**src/rtl/if_id_inject_pkg.sv**
```systemverilog
// Shared processor constants: NOP encoding, two-word opcode detection,
// IF/ID state encoding and the RTI micro-op words issued by rti_fsm.
package if_id_inject_pkg;

    localparam logic [15:0] NOP_WORD       = 16'h0000;
    localparam logic [15:0] IMM_MASK_DEF   = 16'hE000;
    localparam logic [15:0] IMM_MATCH_DEF  = 16'hE000;

    typedef enum logic [1:0] {
        ST_NORMAL   = 2'b00,
        ST_IMM_WAIT = 2'b01,
        ST_INJECT   = 2'b10
    } ifid_state_e;

    // Micro-ops rti_fsm feeds into decode while it restores context on RTI.
    localparam logic [15:0] RTI_UOP_POP_PC_LO = 16'b0110000010001001;
    localparam logic [15:0] RTI_UOP_POP_PC_HI = 16'b0110000010001000;
    localparam logic [15:0] RTI_UOP_POP_FLAGS = 16'b0110000010001010;
    localparam int unsigned RTI_UOP_COUNT     = 3;

    function automatic logic is_two_word(
        input logic [15:0] instr,
        input logic [15:0] mask,
        input logic [15:0] match
    );
        return (instr & mask) == match;
    endfunction

endpackage

```
**src/rtl/if_id_inject_reg.sv**
```systemverilog
// IF/ID pipeline register: muxes fetched vs. injected words, assembles
// opcode+immediate pairs, applies flush/stall and drives pc_hold to fetch.
module if_id_inject_reg
    import if_id_inject_pkg::*;
#(
    parameter int          PC_W      = 32,
    parameter logic [15:0] IMM_MASK  = IMM_MASK_DEF,
    parameter logic [15:0] IMM_MATCH = IMM_MATCH_DEF
) (
    input  logic            clk,
    input  logic            reset,
    input  logic [15:0]     fetch_instr,
    input  logic [PC_W-1:0] fetch_pc,
    input  logic [15:0]     inj_instr,
    input  logic            inj_stall,
    input  logic            hazard_stall,
    input  logic            flush,
    output logic [15:0]     id_instr,
    output logic [15:0]     id_imm,
    output logic [PC_W-1:0] id_pc,
    output logic            id_valid,
    output logic            inj_active,
    output logic            pc_hold
);

    ifid_state_e     state_q, state_d;
    logic [15:0]     instr_q, instr_d;
    logic [15:0]     imm_q, imm_d;
    logic [PC_W-1:0] pc_q, pc_d;
    logic            valid_q, valid_d;
    logic            inj_q, inj_d;
    logic [15:0]     held_instr_q, held_instr_d;
    logic [PC_W-1:0] held_pc_q, held_pc_d;

    always_ff @(posedge clk or negedge reset) begin
        if (!reset) begin
            state_q      <= ST_NORMAL;
            instr_q      <= NOP_WORD;
            imm_q        <= 16'h0000;
            pc_q         <= '0;
            valid_q      <= 1'b0;
            inj_q        <= 1'b0;
            held_instr_q <= NOP_WORD;
            held_pc_q    <= '0;
        end else begin
            state_q      <= state_d;
            instr_q      <= instr_d;
            imm_q        <= imm_d;
            pc_q         <= pc_d;
            valid_q      <= valid_d;
            inj_q        <= inj_d;
            held_instr_q <= held_instr_d;
            held_pc_q    <= held_pc_d;
        end
    end

    always_comb begin
        state_d      = state_q;
        instr_d      = instr_q;
        imm_d        = imm_q;
        pc_d         = pc_q;
        valid_d      = valid_q;
        inj_d        = inj_q;
        held_instr_d = held_instr_q;
        held_pc_d    = held_pc_q;

        if (flush) begin
            state_d      = ST_NORMAL;
            instr_d      = NOP_WORD;
            imm_d        = 16'h0000;
            valid_d      = 1'b0;
            inj_d        = 1'b0;
            held_instr_d = NOP_WORD;
            held_pc_d    = '0;
        end else if (inj_stall) begin
            // Injected words bypass two-word detection; any held opcode is lost.
            state_d      = ST_INJECT;
            instr_d      = inj_instr;
            imm_d        = 16'h0000;
            valid_d      = (inj_instr != NOP_WORD);
            inj_d        = 1'b1;
            held_instr_d = NOP_WORD;
            held_pc_d    = '0;
        end else if (hazard_stall) begin
            // Everything holds; the fetched word stays on the bus for next time.
        end else begin
            inj_d = 1'b0;
            if (state_q == ST_IMM_WAIT) begin
                state_d = ST_NORMAL;
                instr_d = held_instr_q;
                pc_d    = held_pc_q;
                imm_d   = fetch_instr;
                valid_d = 1'b1;
            end else if (is_two_word(fetch_instr, IMM_MASK, IMM_MATCH)) begin
                state_d      = ST_IMM_WAIT;
                held_instr_d = fetch_instr;
                held_pc_d    = fetch_pc;
                instr_d      = NOP_WORD;
                imm_d        = 16'h0000;
                valid_d      = 1'b0;
            end else begin
                state_d = ST_NORMAL;
                instr_d = fetch_instr;
                pc_d    = fetch_pc;
                imm_d   = 16'h0000;
                valid_d = 1'b1;
            end
        end
    end

    assign pc_hold    = !flush && (inj_stall || hazard_stall);
    assign id_instr   = instr_q;
    assign id_imm     = imm_q;
    assign id_pc      = pc_q;
    assign id_valid   = valid_q;
    assign inj_active = inj_q;

endmodule

```
**config.mk**
```make
export PLATFORM = sky130hd
export DESIGN_NAME = if_id_inject_reg
export DESIGN_NICKNAME = d
export VERILOG_FILES = /design/src/rtl/if_id_inject_pkg.sv /design/src/rtl/if_id_inject_reg.sv
export SDC_FILE = /design/constraint.sdc
export NUM_CORES = 1
export LEC_CHECK = 0
export ABC_AREA = 1
export CORE_MARGIN = 8
export CORE_UTILIZATION = 44
export DETAILED_ROUTE_END_ITERATION = 10
export PLACE_DENSITY_LB_ADDON = 0.25
export SKIP_CTS_REPAIR_TIMING = 1
export SLEW_MARGIN = 20
export SYNTH_ARGS = -nofsm -noshare
export SYNTH_HDL_FRONTEND = slang
export SYNTH_SLANG_ARGS = --single-unit
```
**constraint.sdc**
```tcl
create_clock -name clk -period 1.2 [get_ports clk]
set_input_delay 0.24 -clock clk [delete_from_list [all_inputs] [get_ports clk]]
set_output_delay 0.24 -clock clk [all_outputs]
set_load 0.005 [all_outputs]
```
==> summary.json <==
{
  "result_of_the_run": "finished with violations",
  "failed_checks": "setup timing",
  "detailedPlacementHpwl_um": 10300,
  "detail_route.drc_violations": 0,
  "p_clk_share_pct": 45.6,
  "power.share.switching_pct": 25.7,
  "gp_congestion": 0.892,
  "areaGrowthSynthToFinish_pct": 51.2,
  "power.total_uw": 11000,
  "met1_length_um": 6940,
  "setup-tns-final_ns": -22.22,
  "grt_max_degree": 55,
  "yosys.area_share.adder_pct": 0,
  "tightest_slew_ns": 0.425,
  "synth-cells-yosys": 638,
  "worstPathBufferInverterCount": 3,
  "r2r_end": "id_pc[5]",
  "post-route-period-util_pct": 125,
  "grt_antenna_before_repair": 0,
  "ff2ff_path_depth": 8,
  "criticalPathCategory": "flop to flop",
  "io_pins": 136,
  "yosysTopAreaCellShare_pct": 55.8,
  "timing.hold.worst.start": "fetch_instr[15]",
  "avgViaCountPerCell": 5.17,
  "seq_area_frac_synth_pct": 55.8,
  "detailroute.wirelength.met3_um": 921,
  "wl_per_cell_um": 16.5,
  "total_internal_power_uw": 8160,
  "comb_power_uw": 1610,
  "num-nonclk-buffers": 202,
  "postSynth.topFlopCell": "sky130_fd_sc_hd__dfrtp_1",
  "total_die_area_mm2": 0.0155,
  "dr.pass1.iters": 5,
  "route.met2.wl_um": 7970,
  "logic_gates": 417,
  "xor_share_pct": 0,
  "hold_class": "input port to flop",
  "synthCells": 638,
  "seqPwrFrac_pct": 39.7,
  "finalCoreUtilization_pct": 68.4,
  "setup_viol_count_final": 116,
  "synth.avg_cell_area_um2": 8.09,
  "yosysChipArea_mm2": 0.00516,
  "final_critical_path_setup_slack_ns": -0.297
}
Fig. 1: M2 wires
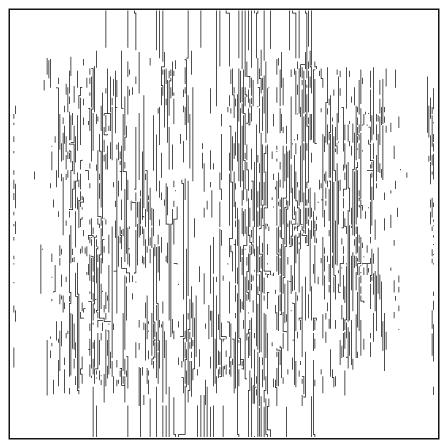
The longest straight run is 64.3 µm. The wires run mostly vertical. 750 nets have wire on it.
number of vias after detailed routing: 5070
detailed-route wire length: 16200 µm
GR met2 Demand/Resource: 30.2%

Fig. 2: the clock network
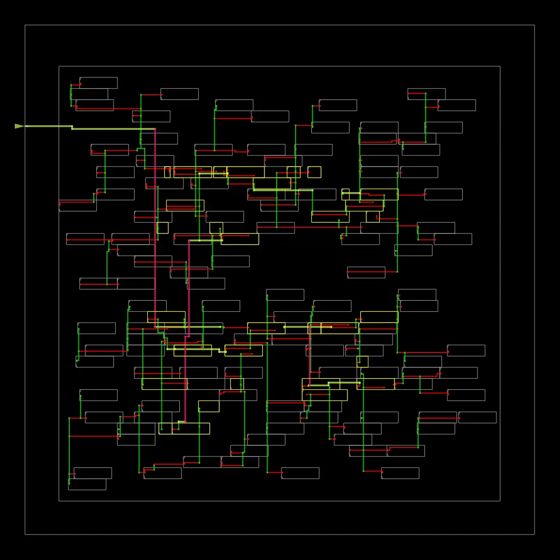
Clock Skews: 0.0110 ns
num sequential: 115
clock group total power: 5010 µW
number of sinks on the clock net: 115

Fig. 3: selected gate families
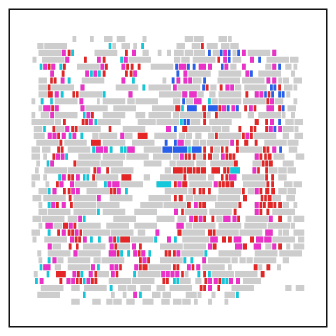
inverting AOI/OAI gates: shown in magenta, cells 162, most used o21ai_0, where spread over the die. inverters: shown in cyan, cells 71, most used inv_1. NOR gates: shown in blue, cells 39, most used nor2_1. NAND gates: shown in red, cells 216, most used nand2_1.

Power is estimated from default activity; no workload was simulated.
